**Sequential cells grouped by signal name**

Other sequential cells in the stronger grey, the rest of the logic in the fainter grey.
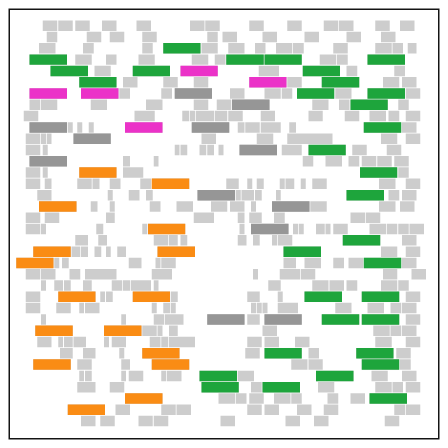
**Cells by drive strength**

The bar under the picture is 20 microns long.
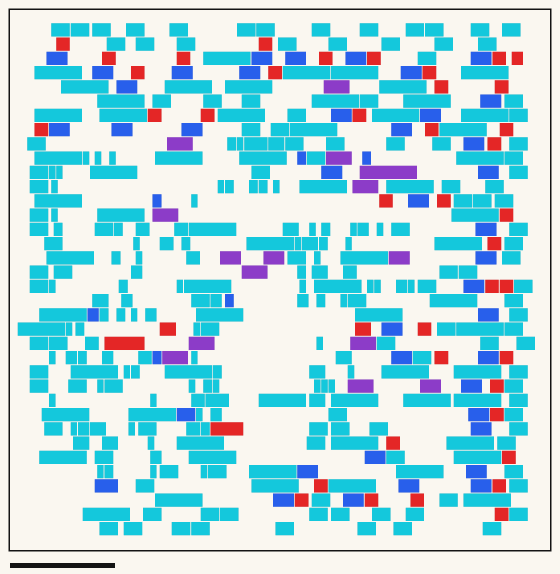
**Wire density map**

The bar under the picture is 20 microns long. The die is cut into 21 by 21 equal tiles; dark purple is low, yellow is high, scaled to the fullest tile. Values are wire area over tile area, all layers added.
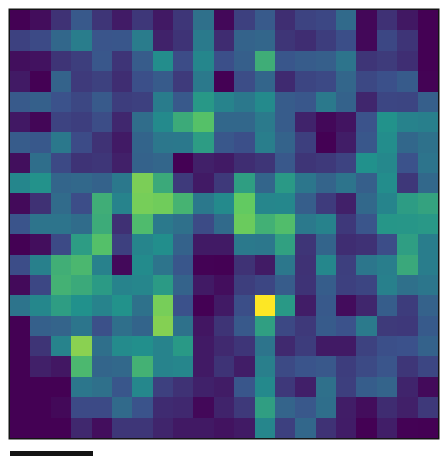
**Placement view**

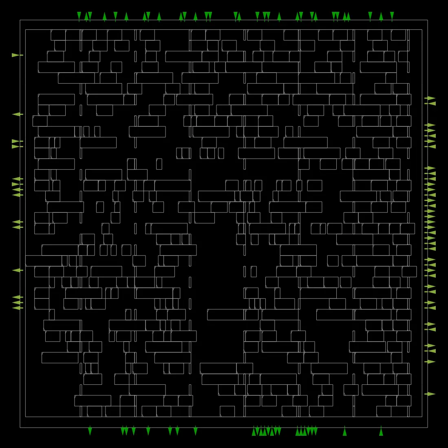
==> src/rtl/fl_vadd_ddr_writer_if.sv <==
// Stream-in / AXI-Lite-write bundle for the vector-add DDR writer.
//   Stream : in_data, in_valid, in_ready, in_tlast (one sum element per beat)
//   AW     : waddr, wavalid, waready
//   W      : wdata, wvalid, wready
//   B      : wresp (1 = error), bvalid, bready
// master : the writer (consumes the stream, drives the AXI-Lite write side)
// slave  : the environment (stream source plus DDR write slave)
interface fl_vadd_ddr_writer_if #(
  parameter int DATA_WIDTH = 32,
  parameter int ADDR_WIDTH = 5
);
  logic [DATA_WIDTH-1:0] in_data;
  logic                  in_valid;
  logic                  in_ready;
  logic                  in_tlast;
  logic [ADDR_WIDTH-1:0] waddr;
  logic                  wavalid;
  logic                  waready;
  logic [DATA_WIDTH-1:0] wdata;
  logic                  wvalid;
  logic                  wready;
  logic                  wresp;
  logic                  bvalid;
  logic                  bready;

  modport master (
    input  in_data, in_valid, in_tlast, waready, wready, wresp, bvalid,
    output in_ready, waddr, wavalid, wdata, wvalid, bready
  );

  modport slave (
    output in_data, in_valid, in_tlast, waready, wready, wresp, bvalid,
    input  in_ready, waddr, wavalid, wdata, wvalid, bready
  );
endinterface

==> src/rtl/fl_vadd_ddr_writer.sv <==
// Vector-add DDR writer: takes the sum stream one element at a time and
// writes each element to DDR as a single-beat AXI-Lite write. Addresses
// start at base_addr and step by one data word, wrapping modulo the DDR
// address space.
// Ports:
//   clk, rst          clock, asynchronous active-high reset
//   start, base_addr  job start pulse and first write address (from PS regs)
//   bus               stream input + AXI-Lite write master (master modport)
//   busy              job in progress
//   done              one-cycle pulse at job end
//   err               sticky: some B response in this job reported an error
//   beat_count        B responses received in the current/last job (saturating)
module fl_vadd_ddr_writer #(
  parameter int DATA_WIDTH = 32,
  parameter int DDR_DEPTH  = 32,
  parameter int ADDR_WIDTH = $clog2(DDR_DEPTH),
  parameter int CNT_WIDTH  = 16
) (
  input  logic                  clk,
  input  logic                  rst,
  input  logic                  start,
  input  logic [ADDR_WIDTH-1:0] base_addr,
  fl_vadd_ddr_writer_if.master  bus,
  output logic                  busy,
  output logic                  done,
  output logic                  err,
  output logic [CNT_WIDTH-1:0]  beat_count
);

  localparam logic [ADDR_WIDTH-1:0] ADDR_STEP = ADDR_WIDTH'(DATA_WIDTH / 8);

  typedef enum logic [2:0] {
    S_IDLE, S_WAIT_DATA, S_ISSUE, S_RESP, S_FIN
  } state_t;

  // Element captured on stream acceptance; drives AW/W until both complete.
  typedef struct packed {
    logic [DATA_WIDTH-1:0] data;
    logic [ADDR_WIDTH-1:0] addr;
    logic                  last;
  } beat_t;

  state_t                state, state_nxt;
  beat_t                 beat;
  logic [ADDR_WIDTH-1:0] cur_addr;
  logic                  aw_done, w_done;
  logic                  err_q;
  logic [CNT_WIDTH-1:0]  cnt_q;

  logic accept, aw_hs, w_hs, b_hs, job_start;

  assign job_start = (state == S_IDLE) && start;
  assign accept    = (state == S_WAIT_DATA) && bus.in_valid;
  assign aw_hs     = bus.wavalid && bus.waready;
  assign w_hs      = bus.wvalid && bus.wready;
  assign b_hs      = (state == S_RESP) && bus.bvalid;

  // State register
  always_ff @(posedge clk or posedge rst) begin
    if (rst) state <= S_IDLE;
    else     state <= state_nxt;
  end

  // Next-state logic
  always_comb begin
    state_nxt = state;
    unique case (state)
      S_IDLE:      if (start) state_nxt = S_WAIT_DATA;
      S_WAIT_DATA: if (bus.in_valid) state_nxt = S_ISSUE;
      // A channel counts as complete if it finished earlier or finishes now.
      S_ISSUE:     if ((aw_done || aw_hs) && (w_done || w_hs)) state_nxt = S_RESP;
      S_RESP:      if (bus.bvalid) state_nxt = beat.last ? S_FIN : S_WAIT_DATA;
      S_FIN:       state_nxt = S_IDLE;
      default:     state_nxt = S_IDLE;
    endcase
  end

  // Outputs decoded from state; reset forces IDLE, so every valid drops at once.
  always_comb begin
    bus.in_ready = 1'b0;
    bus.wavalid  = 1'b0;
    bus.wvalid   = 1'b0;
    bus.bready   = 1'b0;
    busy         = 1'b0;
    done         = 1'b0;
    unique case (state)
      S_WAIT_DATA: begin
        bus.in_ready = 1'b1;
        busy         = 1'b1;
      end
      S_ISSUE: begin
        bus.wavalid = ~aw_done;
        bus.wvalid  = ~w_done;
        busy        = 1'b1;
      end
      S_RESP: begin
        bus.bready = 1'b1;
        busy       = 1'b1;
      end
      S_FIN:   done = 1'b1;
      default: ;
    endcase
  end

  // Datapath: address walk, captured beat, per-channel done flags, status.
  always_ff @(posedge clk or posedge rst) begin
    if (rst) begin
      cur_addr <= '0;
      beat     <= '0;
      aw_done  <= 1'b0;
      w_done   <= 1'b0;
      err_q    <= 1'b0;
      cnt_q    <= '0;
    end else begin
      if (job_start) begin
        cur_addr <= base_addr;
        err_q    <= 1'b0;
        cnt_q    <= '0;
      end
      if (accept) begin
        beat.data <= bus.in_data;
        beat.addr <= cur_addr;
        beat.last <= bus.in_tlast;
        aw_done   <= 1'b0;
        w_done    <= 1'b0;
      end
      if (state == S_ISSUE) begin
        if (aw_hs) aw_done <= 1'b1;
        if (w_hs)  w_done  <= 1'b1;
      end
      if (b_hs) begin
        if (cnt_q != '1) cnt_q <= cnt_q + CNT_WIDTH'(1);
        err_q <= err_q | bus.wresp;
        // Address wraps naturally at the register width.
        if (!beat.last) cur_addr <= cur_addr + ADDR_STEP;
      end
    end
  end

  assign bus.waddr  = beat.addr;
  assign bus.wdata  = beat.data;
  assign err        = err_q;
  assign beat_count = cnt_q;

endmodule

==> src/flat_wrapper.sv <==
// flat-port wrapper written by rule: the top's interface ports become plain ports
module fl_vadd_ddr_writer_flat 
#(
  parameter int DATA_WIDTH = 32,
  parameter int DDR_DEPTH  = 32,
  parameter int ADDR_WIDTH = $clog2(DDR_DEPTH),
  parameter int CNT_WIDTH  = 16
)
  (clk, rst, start, base_addr, busy, done, err, beat_count, bus_in_data, bus_in_valid, bus_in_tlast, bus_waready, bus_wready, bus_wresp, bus_bvalid, bus_in_ready, bus_waddr, bus_wavalid, bus_wdata, bus_wvalid, bus_bready);
  fl_vadd_ddr_writer_if #(.DATA_WIDTH(DATA_WIDTH), .ADDR_WIDTH(ADDR_WIDTH)) bus_i ();
  input  logic clk;
  input  logic rst;
  input  logic start;
  input  logic [ADDR_WIDTH-1:0] base_addr;
  output logic busy;
  output logic done;
  output logic err;
  output logic [CNT_WIDTH-1:0] beat_count;
  input wire logic [$bits(bus_i.in_data)-1:0] bus_in_data;
  input wire logic [$bits(bus_i.in_valid)-1:0] bus_in_valid;
  input wire logic [$bits(bus_i.in_tlast)-1:0] bus_in_tlast;
  input wire logic [$bits(bus_i.waready)-1:0] bus_waready;
  input wire logic [$bits(bus_i.wready)-1:0] bus_wready;
  input wire logic [$bits(bus_i.wresp)-1:0] bus_wresp;
  input wire logic [$bits(bus_i.bvalid)-1:0] bus_bvalid;
  output wire logic [$bits(bus_i.in_ready)-1:0] bus_in_ready;
  output wire logic [$bits(bus_i.waddr)-1:0] bus_waddr;
  output wire logic [$bits(bus_i.wavalid)-1:0] bus_wavalid;
  output wire logic [$bits(bus_i.wdata)-1:0] bus_wdata;
  output wire logic [$bits(bus_i.wvalid)-1:0] bus_wvalid;
  output wire logic [$bits(bus_i.bready)-1:0] bus_bready;
  assign bus_i.in_data = bus_in_data;
  assign bus_i.in_valid = bus_in_valid;
  assign bus_i.in_tlast = bus_in_tlast;
  assign bus_i.waready = bus_waready;
  assign bus_i.wready = bus_wready;
  assign bus_i.wresp = bus_wresp;
  assign bus_i.bvalid = bus_bvalid;
  assign bus_in_ready = bus_i.in_ready;
  assign bus_waddr = bus_i.waddr;
  assign bus_wavalid = bus_i.wavalid;
  assign bus_wdata = bus_i.wdata;
  assign bus_wvalid = bus_i.wvalid;
  assign bus_bready = bus_i.bready;
  fl_vadd_ddr_writer #(.DATA_WIDTH(DATA_WIDTH), .DDR_DEPTH(DDR_DEPTH), .ADDR_WIDTH(ADDR_WIDTH), .CNT_WIDTH(CNT_WIDTH)) u_core (.clk(clk), .rst(rst), .start(start), .base_addr(base_addr), .bus(bus_i), .busy(busy), .done(done), .err(err), .beat_count(beat_count));
endmodule
==> config.mk <==
export PLATFORM = sky130hd
export DESIGN_NAME = fl_vadd_ddr_writer_flat
export DESIGN_NICKNAME = d
export VERILOG_FILES = /design/src/rtl/fl_vadd_ddr_writer_if.sv /design/src/rtl/fl_vadd_ddr_writer.sv /design/src/flat_wrapper.sv
export SDC_FILE = /design/constraint.sdc
export NUM_CORES = 1
export LEC_CHECK = 0
export ABC_AREA = 0
export CELL_PAD_IN_SITES_DETAIL_PLACEMENT = 0
export CELL_PAD_IN_SITES_GLOBAL_PLACEMENT = 2
export CORE_MARGIN = 1
export CORE_UTILIZATION = 31
export DETAILED_ROUTE_END_ITERATION = 7
export GPL_TIMING_DRIVEN = 0
export PLACE_DENSITY_LB_ADDON = 0.1
export SYNTH_ARGS = -nofsm -noshare
export SYNTH_HDL_FRONTEND = slang
export SYNTH_SLANG_ARGS = --single-unit
==> constraint.sdc <==
create_clock -name clk -period 3.6 [get_ports clk]
set_clock_uncertainty 0.2 [all_clocks]
set_input_delay 0.72 -clock clk [delete_from_list [all_inputs] [get_ports clk]]
set_output_delay 0.72 -clock clk [all_outputs]
set_load 0.1 [all_outputs]
==> impl_metrics.toml <==
# generated from flow reports
[setup_path]
critical-path-slowest-cell = "clkdlybuf4s50_1"
critPathKind = "flip-flop to output pin"
ff2ff_path_depth = 6
crit_end = "bus_wavalid"
r2r-end = "u_core.beat_count[10]"
worstSetupPathDepth = 5
end_kind = "output pin"
cp_cell_sequence = "buf_6 > nor2_1 > nand2_1 > nor2_1 > clkdlybuf4s50_1"
cp_max_fo = 9

[yosys]
postSynthCellCount = 272
synth-main-ff-cell = "dfrtp_1"
yosys_area_sq_um = 3170
synth_nets = 320
synth_area_per_cell_sq_um = 11.6
top_cells_by_count = "dfrtp_1 (65), buf_4 (38), mux2_2 (38)"
fa_ha_area_share_pct = 0.790
netlist_area_sq_um = 3170
ys_sh_simple_pct = 13.7
edf_count = 0
synth_cell_types = 42

[timing]
finalMaxSlewViolations = 0
timing.fmax_mhz = 304
max_slew_margin_pct = 32.8
layout_min_cycle_time_ps = 3290
fin_crit_sh_pct = 91.5

[placement]
dp_slack_ps = 653
hpwl_mm = 4.79

[final_layout]
comb_share_pct = 25.5
comb_cells = 156
largest_reg_flops = 32
antenna_cells = 0
bufAreaShareNonClock_pct = 30.6
stdcell_count = 526
design_area_sq_um = 4580
non_clock_inverter_count = 4
layout.cells.most_common = "clkdlybuf4s50_1"

[floorplan]
die_w_microns = 103
chipHeight_microns = 103
io-pin-count = 106

[routing]
final_antenna_net_count = 0
routed.top_layer = "met4"
vias_per_cell = 4.44
firstDrtPassIters = 4
route.detailed.drc = 0
drt_iter0_markers = 40
wl_met2_mm = 3.12

[grt]
grtUsageTotal_pct = 13.4
use_met1_pct = 17.5
first_global_vias = 2171
antenna_found_initial = 0
use_met2_pct = 21.2
grt_start_max_net_pins = 66

[clock_network]
clk_pin_slew_ps = 70
clock-sinks = 65
numCtsBuffers = 9
clkLatencyLatePin_ps = 340
postCtsHoldBufs = 0
htree_levels = 3

[hold_path]
hp-class = "flip-flop to flip-flop"
min_from = "u_core.cur_addr[1]"
whs_endpoint = "u_core.cur_addr[1]"

[run_status]
status = "complete, no violations"
## Picture notes: 'sequential cells grouped by signal name'
- orange: u_core.beat_count (flops 16)
- magenta: u_core.bus.waddr (flops 5)
- green: u_core.bus.wdata (flops 32)
- not coloured: 12
area occupied by registers: 1630 sq um
Seq/total area: 35.5%
Util after Layout: 46.7%

## Picture notes: 'cells by drive strength'
- red: x3 and x4 (cells 43; share 11%; most used buf_4)
- cyan: x1 and smaller (cells 289; share 74%; most used clkdlybuf4s50_1)
- blue: x2 (cells 46; share 12%; most used mux2_2)
- purple: x6 and larger (cells 15; share 3.8%; most used clkbuf_8)
final worst slack: 307 ps
Layout Area Growth over Synthesis: 44.8%
bufs w/o clock: 152

## Picture notes: 'wire density map'
- nearly empty tiles: 6.6%
- tiles over half the peak: 12%
- mean over tiles: 0.10

## Picture notes: 'placement view'
# rows: 36
seq_cells: 65
n_taps: 133
core area: 9820 sq um
fill count: 1009

